File: src/rtl/mem_ctrl_pkg.sv
// Shared types and constants for the data-memory access controller.
package mem_ctrl_pkg;

  typedef enum logic [1:0] {
    IDLE = 2'd0,
    RD   = 2'd1,
    WR   = 2'd2,
    RESP = 2'd3
  } state_t;

  localparam int LANE_W = 2;
  localparam int BYTE_W = 8;

  // Only word accesses must be aligned; byte accesses may use any lane.
  function automatic logic is_misaligned(input logic byte_acc,
                                         input logic [LANE_W-1:0] low_bits);
    return !byte_acc && (low_bits != '0);
  endfunction

endpackage

File: src/rtl/byte_lane_unit.sv
// Combinational byte-lane helper: extracts and extends a load lane, and
// merges a store byte into a word for read-modify-write.
module byte_lane_unit
  import mem_ctrl_pkg::*;
#(
  parameter int DATA_W = 32
) (
  input  logic [DATA_W-1:0] word,
  input  logic [LANE_W-1:0] lane,
  input  logic [BYTE_W-1:0] store_byte,
  input  logic              sign_ext,
  output logic [DATA_W-1:0] load_ext,
  output logic [DATA_W-1:0] merged
);

  logic [BYTE_W-1:0] sel_byte;

  always_comb begin
    sel_byte = word[lane*BYTE_W +: BYTE_W];
    load_ext = {{(DATA_W-BYTE_W){sign_ext & sel_byte[BYTE_W-1]}}, sel_byte};
  end

  // Only the addressed lane changes; the rest of the fetched word is kept.
  always_comb begin
    merged = word;
    merged[lane*BYTE_W +: BYTE_W] = store_byte;
  end

endmodule

File: src/rtl/mem_access_ctrl.sv
// Load/store controller between EX/MEM and DataMemory with wait states and
// byte read-modify-write. Optional macro MEM_ACCESS_SIGN_EXT_EN adds LDRSB.
module mem_access_ctrl
  import mem_ctrl_pkg::*;
#(
  parameter int WAIT_CYCLES = 1,
  parameter int ADDR_W      = 32,
  parameter int DATA_W      = 32
) (
  input  logic              clk,
  input  logic              rst,
  input  logic              req_valid,
  output logic              req_ready,
  input  logic              req_wr,
  input  logic              req_byte,
  input  logic [ADDR_W-1:0] req_addr,
  input  logic [DATA_W-1:0] req_wdata,
  output logic              resp_valid,
  output logic [DATA_W-1:0] resp_rdata,
  output logic              resp_err,
  output logic              freeze,
  output logic [ADDR_W-1:0] mem_addr,
  output logic [DATA_W-1:0] mem_wdata,
  output logic              mem_w_en,
  output logic              mem_r_en,
  input  logic [DATA_W-1:0] mem_rdata
`ifdef MEM_ACCESS_SIGN_EXT_EN
  ,
  input  logic              req_signed
`endif
);

  localparam int CNT_W = (WAIT_CYCLES > 1) ? $clog2(WAIT_CYCLES) : 1;
  localparam logic [CNT_W-1:0] LAST_CNT = CNT_W'(WAIT_CYCLES - 1);

  state_t            state;
  logic [CNT_W-1:0]  wait_cnt;
  logic [ADDR_W-1:0] addr_q;
  logic [DATA_W-1:0] wdata_q;
  logic [DATA_W-1:0] rdata_q;
  logic              wr_q;
  logic              byte_q;
  logic              err_q;
  logic              signed_q;

  logic [DATA_W-1:0] lane_ext;
  logic [DATA_W-1:0] lane_merged;

  // Single FSM: latches the request at accept, runs the wait counter in RD
  // and captures the memory word on the last read cycle.
  always_ff @(posedge clk) begin
    if (rst) begin
      state    <= IDLE;
      wait_cnt <= '0;
      addr_q   <= '0;
      wdata_q  <= '0;
      rdata_q  <= '0;
      wr_q     <= 1'b0;
      byte_q   <= 1'b0;
      err_q    <= 1'b0;
      signed_q <= 1'b0;
    end else begin
      case (state)
        IDLE: begin
          if (req_valid) begin
            addr_q   <= req_addr;
            wdata_q  <= req_wdata;
            wr_q     <= req_wr;
            byte_q   <= req_byte;
            rdata_q  <= '0;
            wait_cnt <= '0;
`ifdef MEM_ACCESS_SIGN_EXT_EN
            signed_q <= req_signed;
`else
            signed_q <= 1'b0;
`endif
            if (is_misaligned(req_byte, req_addr[LANE_W-1:0])) begin
              err_q <= 1'b1;
              state <= RESP;
            end else if (req_wr && !req_byte) begin
              err_q <= 1'b0;
              state <= WR;
            end else begin
              err_q <= 1'b0;
              state <= RD;
            end
          end
        end
        RD: begin
          if (wait_cnt == LAST_CNT) begin
            rdata_q  <= mem_rdata;
            wait_cnt <= '0;
            state    <= wr_q ? WR : RESP;
          end else begin
            wait_cnt <= wait_cnt + 1'b1;
          end
        end
        WR:      state <= RESP;
        RESP:    state <= IDLE;
        default: state <= IDLE;
      endcase
    end
  end

  byte_lane_unit #(
    .DATA_W(DATA_W)
  ) u_lanes (
    .word      (rdata_q),
    .lane      (addr_q[LANE_W-1:0]),
    .store_byte(wdata_q[BYTE_W-1:0]),
    .sign_ext  (signed_q),
    .load_ext  (lane_ext),
    .merged    (lane_merged)
  );

  // Enables are gated by rst so a reset landing on a WR cycle writes nothing.
  always_comb begin
    req_ready  = (state == IDLE);
    freeze     = (req_valid && (state == IDLE)) || (state == RD) || (state == WR);
    mem_addr   = {addr_q[ADDR_W-1:LANE_W], {LANE_W{1'b0}}};
    mem_r_en   = (state == RD) && !rst;
    mem_w_en   = (state == WR) && !rst;
    mem_wdata  = '0;
    if (state == WR) begin
      mem_wdata = byte_q ? lane_merged : wdata_q;
    end
    resp_valid = (state == RESP);
    resp_err   = (state == RESP) && err_q;
    resp_rdata = '0;
    if ((state == RESP) && !wr_q && !err_q) begin
      resp_rdata = byte_q ? lane_ext : rdata_q;
    end
  end

endmodule
File: config.mk
export PLATFORM = sky130hd
export DESIGN_NAME = mem_access_ctrl
export DESIGN_NICKNAME = d
export VERILOG_FILES = /design/src/rtl/mem_ctrl_pkg.sv /design/src/rtl/byte_lane_unit.sv /design/src/rtl/mem_access_ctrl.sv
export SDC_FILE = /design/constraint.sdc
export NUM_CORES = 1
export LEC_CHECK = 0
export CORE_MARGIN = 8
export CORE_UTILIZATION = 40
export DETAILED_ROUTE_END_ITERATION = 6
export GPL_TIMING_DRIVEN = 0
export PLACE_DENSITY = 0.87
export RECOVER_POWER = 50
export SLEW_MARGIN = 20
export SYNTH_ARGS = -nofsm -noshare
export SYNTH_HDL_FRONTEND = slang
export SYNTH_SLANG_ARGS = --single-unit
File: constraint.sdc
create_clock -name clk -period 2.5 [get_ports clk]
set_input_delay 0.5 -clock clk [delete_from_list [all_inputs] [get_ports clk]]
set_output_delay 0.5 -clock clk [all_outputs]
set_load 0.05 [all_outputs]
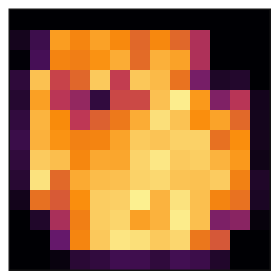
*Cell density map, run 1*
(2 px per um) 13 x 13 tiles, from black (low) to pale yellow (high), 0 to 100% covered.
The densest ninth of the die: center. The fullest tile reaches 97%. The emptiest ninth of the die: north-east.
final core utilization: 0.691
Pre-Place Util: 0.411
Core Area: 12600 um2

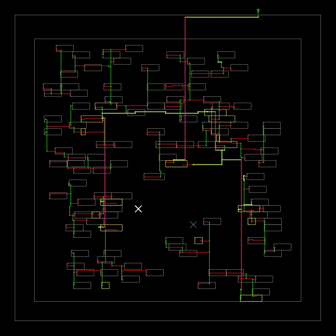
*The clock network, run 1*
total of clock buffers placed in the layout: 10
worst clock skew on the final layout: 0.0106 ns
Clk Latency, worst-skew pair: 0.35 ns
registers: 101
number of clock buffers inserted by TritonCTS: 9

==> PnR_summary.wiki, run 1 <==
== Implementation results ==
{| class="wikitable"
! Metric !! Value
|-
| Outcome || finished with violations
|-
| Violated checks || design-rule violations, negative setup slack
|-
| Fin worst setup slack || -0.410 ns
|-
| Total setup violations reported at the end of the flow || 65
|-
| Flip-flops with a built-in enable || 0
|-
| Top flip-flop cell by instance count after synthesis || dfxtp_1
|-
| Number of distinct standard cells referenced by the synthesized netlist || 45
|-
| Critical Path Max Stage Delay || 0.55 ns
|-
| Register area share after synthesis || 0.390
|-
| Synth Warn # || 0
|-
| Worst min-delay path category || register to register
|-
| Destination of the worst register-to-register timing path || addr_q[7]$_SDFFE_PP0P_
|-
| Cell with the largest stage delay on the worst path || or4b_4
|-
| Critical path buffers and inverters || 3
|-
| Final hold vios || 0
|-
| Wire length of the first global-routing pass || 32000 um
|-
| Post-detailed-placement cell area || 7840 um2
|-
| Ratio of total power to cell area || 831 nW/um2
|-
| Detailed-route DRC error count || 10
|-
| Detailed Route WL || 21800 um
|-
| CP max FO || 8
|-
| Startpoint of the most critical register-to-register path || state[0]$_SDFFE_PP0P_
|-
| Amount of wire on met2 after detailed routing || 10300 um
|}
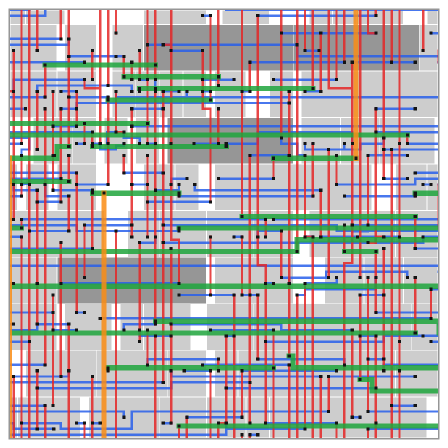
*Zoomed window, run 1*
Region (52, 52) to (77, 77) um. Cells in gray, sequential cells in the stronger gray; small squares are vias.
met2: drawn in red. met3: drawn in green. met1: drawn in blue. met4: drawn in orange.
Sequential cells in the window: 4. Most frequent: nand2_1 (10), nand2b_1 (7), buf_4 (7). 61 logic cells have their middle in the window. Netlist names of flops here include addr_q (2).

==> run 1: state kept, by name, indices dropped and copies added (netlist names) <==
register	cells
addr_q	32
byte_q	1
err_q	1
rdata_q	32
state	2
wdata_q	32
wr_q	1
==> run 1: cells in the mapped netlist, drive strengths merged (2+ instances only) <==
| master | count |
|---|---|
| clkbuf | 38 |
| a32oi | 32 |
| or3 | 2 |
| and2 | 27 |
| a22o | 8 |
| o22ai | 8 |
| nor2 | 43 |
| inv | 9 |
| nand2 | 137 |
| mux2 | 6 |
| or4 | 4 |
| nand4b | 8 |
| or4b | 4 |
| nand4 | 8 |
| nand2b | 26 |
| dfxtp | 101 |
| buf | 52 |
| o21ai | 24 |
| nor3 | 6 |
| a21oi | 67 |
| nor2b | 5 |
| a211oi | 2 |
| a2111oi | 2 |
| ha | 10 |
| a31oi | 24 |
==> run 1 -> run 2 <==
--- a/config.mk
+++ b/config.mk
@@ -5,6 +5,7 @@
 export SDC_FILE = /design/constraint.sdc
 export NUM_CORES = 1
 export LEC_CHECK = 0
+export CAP_MARGIN = 25
 export CORE_MARGIN = 8
 export CORE_UTILIZATION = 40
 export DETAILED_ROUTE_END_ITERATION = 6
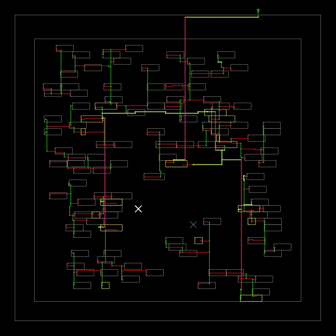
*The clock network, run 2*
reported clock group power: 0.00144 W
clock net sink count: 101

==> run 2 against run 1 <==
  * Via count unchanged
  * Cell count is the same
  * Synthesized area is the same
  * Die area stayed put
  * The run still ends with design-rule violations, negative setup slack left
  * Critical endpoint unchanged
  * Power did not move
  * Global-route usage unchanged
==> PnR_summary.wiki, run 2 <==
== Implementation results ==
{| class="wikitable"
! Metric !! Value
|-
| Fin worst setup slack || -0.410 ns (unchanged)
|-
| Top post-synthesis cells by count || nand2_1, dfxtp_1, a21oi_1 (unchanged)
|-
| Number of instances resized during post-cts repair || 532 (unchanged)
|-
| Sequential group power || 0.00226 W (about the same)
|-
| Detailed Route WL || 21800 um (unchanged)
|-
| Ratio of total power to cell area || 831 nW/um2 (unchanged)
|-
| Core Area || 12600 um2 (unchanged)
|-
| Detailed-route DRC error count || 10 (unchanged)
|-
| Post-Syn Area || 5180 um2 (unchanged)
|-
| Synth Warn # || 0 (unchanged)
|-
| Total setup violations reported at the end of the flow || 65 (unchanged)
|-
| Number of clock buffers inserted by TritonCTS || 9 (unchanged)
|-
| Post-synth area from yosys stat || 5180 um2 (unchanged)
|-
| Number of distinct standard cells referenced by the synthesized netlist || 45 (unchanged)
|-
| Cell with the largest stage delay on the worst path || or4b_4 (unchanged)
|-
| Most frequent cell after synthesis || nand2_1 (unchanged)
|-
| Post-detailed-placement cell area || 7840 um2 (unchanged)
|-
| Final-report max-slew violation count || 0 (unchanged)
|-
| Outcome || finished with violations (unchanged)
|-
| Registers with the highest flip-flop counts || addr_q x32, rdata_q x32, wdata_q x32 (unchanged)
|-
| Count of placed standard cells including taps || 1040 (unchanged)
|-
| Register area share after synthesis || 0.390 (unchanged)
|-
| Flip-flops with a built-in enable || 0 (unchanged)
|-
| Amount of wire on met2 after detailed routing || 10300 um (unchanged)
|-
| Count of non-CTS inverters in the layout || 9 (unchanged)
|-
| CP max FO || 8 (unchanged)
|-
| Pre-Place Util || 0.411 (unchanged)
|-
| Worst min-delay path category || register to register (unchanged)
|-
| Violated checks || design-rule violations, negative setup slack (unchanged)
|-
| Total of clock buffers placed in the layout || 10 (unchanged)
|-
| Worst clock skew on the final layout || 0.0106 ns (unchanged)
|-
| Top flip-flop cell by instance count after synthesis || dfxtp_1 (unchanged)
|-
| Final core utilization || 0.691 (unchanged)
|-
| Wire length of the first global-routing pass || 32000 um (unchanged)
|}
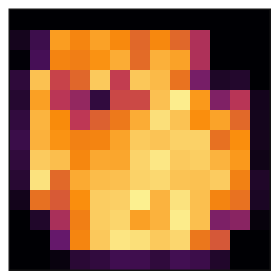
*Cell density map, run 2*
(2 px per um) 13 x 13 tiles, from black (low) to pale yellow (high), 0 to 100% covered.
39% of the tiles are over 75% full. The emptiest ninth of the die: north-east. The fullest tile reaches 97%. The mean over all tiles is 51%. 18% of the tiles are nearly empty.

## run 2: cells by family after synthesis
family	count (synthesis)
mux	7
fa+ha+maj	10
compound gates	173
simple gates	277
buf+inv	99
flops	101
other cells	1
## run 2: path summary, 6_finish.rpt
kind	to	slack, ns	startpoint	depth (start not counted)
min	addr_q[10]$_SDFFE_PP0P_	0.46	addr_q[10]$_SDFFE_PP0P_	2
max reg2reg	addr_q[7]$_SDFFE_PP0P_	0.25	state[0]$_SDFFE_PP0P_	7
min reg2reg	addr_q[10]$_SDFFE_PP0P_	0.46	addr_q[10]$_SDFFE_PP0P_	2
max	mem_wdata[23]	-0.41	addr_q[0]$_SDFFE_PP0P_	7
==> run 2 -> run 3 <==
--- a/config.mk
+++ b/config.mk
@@ -8,6 +8,7 @@
 export CAP_MARGIN = 25
 export CORE_MARGIN = 8
 export CORE_UTILIZATION = 40
+export CTS_CLUSTER_DIAMETER = 40
 export DETAILED_ROUTE_END_ITERATION = 6
 export GPL_TIMING_DRIVEN = 0
 export PLACE_DENSITY = 0.87
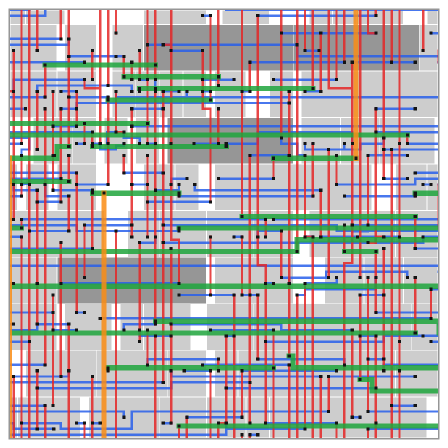
*Zoomed window, run 3*
Region (52, 52) to (77, 77) um. Cells in gray, sequential cells in the stronger gray; small squares are vias.
met2: drawn in red. met1: drawn in blue. met3: drawn in green. met4: drawn in orange.
Sequential cells in the window: 4. Most frequent: nand2_1 (10), nand2b_1 (7), buf_4 (7). 61 logic cells have their middle in the window. Netlist names of flops here include addr_q (2).

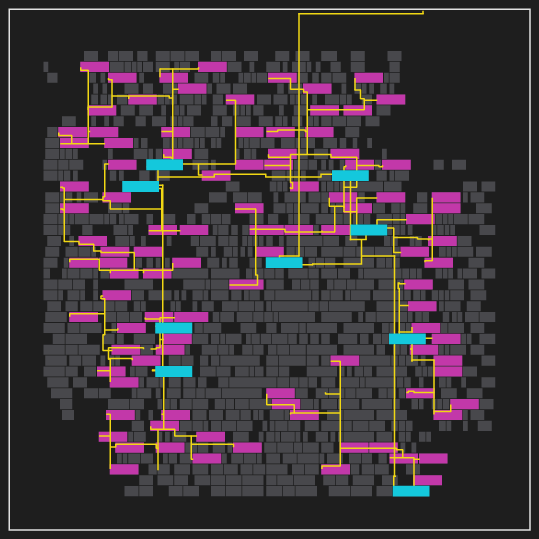
*Clock wires, drivers and flops, run 3*
(4 px per um)
clock wires: drawn in yellow, length 1230 um. cells driving clock nets: drawn in cyan, count 9. flip-flops: drawn in magenta, count 101.
Position of the flops: all over the die. There are 10 routed clock nets.

==> run 3 against run 2 <==
  * The run still ends with design-rule violations, negative setup slack left
  * Critical path depth unchanged
  * Clock-buffer cell count stayed put
  * Register-to-register slack about the same
  * Hold slack stayed put
  * Wire length unchanged
  * Clock skew did not move
  * Via count unchanged
  * Cell count stayed put
  * Largest cell class unchanged
  * Sequential power about the same
==> PnR_summary.wiki, run 3 <==
== Implementation results ==
{| class="wikitable"
! Metric !! Value
|-
| Amount of wire on met2 after detailed routing || 10300 um (unchanged)
|-
| Fin worst setup slack || -0.410 ns (unchanged)
|-
| Worst clock skew on the final layout || 0.0106 ns (unchanged)
|-
| Min-delay src || addr_q[10]$_SDFFE_PP0P_ (unchanged)
|-
| Clock net sink count || 101 (unchanged)
|-
| Count of placed standard cells including taps || 1040 (unchanged)
|-
| Hold Path Stages || 2 (unchanged)
|-
| Final layout net count || 1012 (unchanged)
|-
| Post-synth area from yosys stat || 5180 um2 (unchanged)
|-
| Flip-flops with a built-in enable || 0 (unchanged)
|-
| Registers with the highest flip-flop counts || addr_q x32, rdata_q x32, wdata_q x32 (unchanged)
|-
| Violated checks || design-rule violations, negative setup slack (unchanged)
|-
| Cell with the largest stage delay on the worst path || or4b_4 (unchanged)
|-
| Destination of the worst register-to-register timing path || addr_q[7]$_SDFFE_PP0P_ (unchanged)
|-
| Timing startpoint of the critical path || addr_q[0]$_SDFFE_PP0P_ (unchanged)
|-
| Wire length of the first global-routing pass || 32000 um (unchanged)
|-
| Logic depth of the worst setup path including buffers || 7 (unchanged)
|-
| CP max FO || 8 (unchanged)
|-
| Registers || 101 (unchanged)
|-
| Critical path buffers and inverters || 3 (unchanged)
|-
| Total setup violations reported at the end of the flow || 65 (unchanged)
|-
| Post-route met1 wirelength || 8270 um (unchanged)
|-
| Sequential group power || 0.00226 W (about the same)
|-
| Number of distinct standard cells referenced by the synthesized netlist || 45 (unchanged)
|-
| Total of clock buffers placed in the layout || 10 (unchanged)
|-
| Post-Syn Area || 5180 um2 (unchanged)
|-
| Detailed-route DRC error count || 10 (unchanged)
|-
| Detailed Route WL || 21800 um (unchanged)
|-
| Reported clock group power || 0.00144 W (about the same)
|-
| Hold EP || addr_q[10]$_SDFFE_PP0P_ (unchanged)
|-
| Post-detailed-placement cell area || 7840 um2 (unchanged)
|-
| Ratio of total power to cell area || 831 nW/um2 (unchanged)
|-
| Final core utilization || 0.691 (unchanged)
|-
| Final hold vios || 0 (unchanged)
|-
| Outcome || finished with violations (unchanged)
|-
| Most frequent cell after synthesis || nand2_1 (unchanged)
|-
| Critical Path Max Stage Delay || 0.55 ns (about the same)
|-
| Reg-to-reg setup timing slack || 0.25 ns (about the same)
|-
| Final-report max-slew violation count || 0 (unchanged)
|-
| Number of clock buffers inserted by TritonCTS || 9 (unchanged)
|-
| Pre-Place Util || 0.411 (unchanged)
|-
| Crit path to || mem_wdata[23] (unchanged)
|-
| Startpoint of the most critical register-to-register path || state[0]$_SDFFE_PP0P_ (unchanged)
|-
| Clk Latency, worst-skew pair || 0.35 ns (about the same)
|-
| Worst min-delay path category || register to register (unchanged)
|-
| Register area share after synthesis || 0.390 (unchanged)
|}
==> run 3: cell counts after synthesis <==
No cell type changed its count.
==> run 3: what timing repair did <==
item	CTS	global route
resized	532	39
setup endpoints to repair	68	67
pin swaps	14	14
buffers inserted	15	7
endpoints found under the hold margin	0	0
gates cloned	3	1
==> run 3: kinds of logic (layout without fill, tap and decap cells) <==
| group | after synthesis | count (layout) | synth area share |
|---|---|---|---|
| AOI/OAI and AO/OA | 173 | 173 | 0.211 |
| adders and majority gates | 10 | 10 | 0.0241 |
| buffers and inverters | 99 | 336 | 0.100 |
| DFF | 101 | 101 | 0.390 |
| muxes | 7 | 7 | 0.0150 |
| other | 1 | 2 | 0.000724 |
| and+or+nand+nor | 277 | 277 | 0.259 |
No activity file was given, so power comes from the tool's default toggle rates.
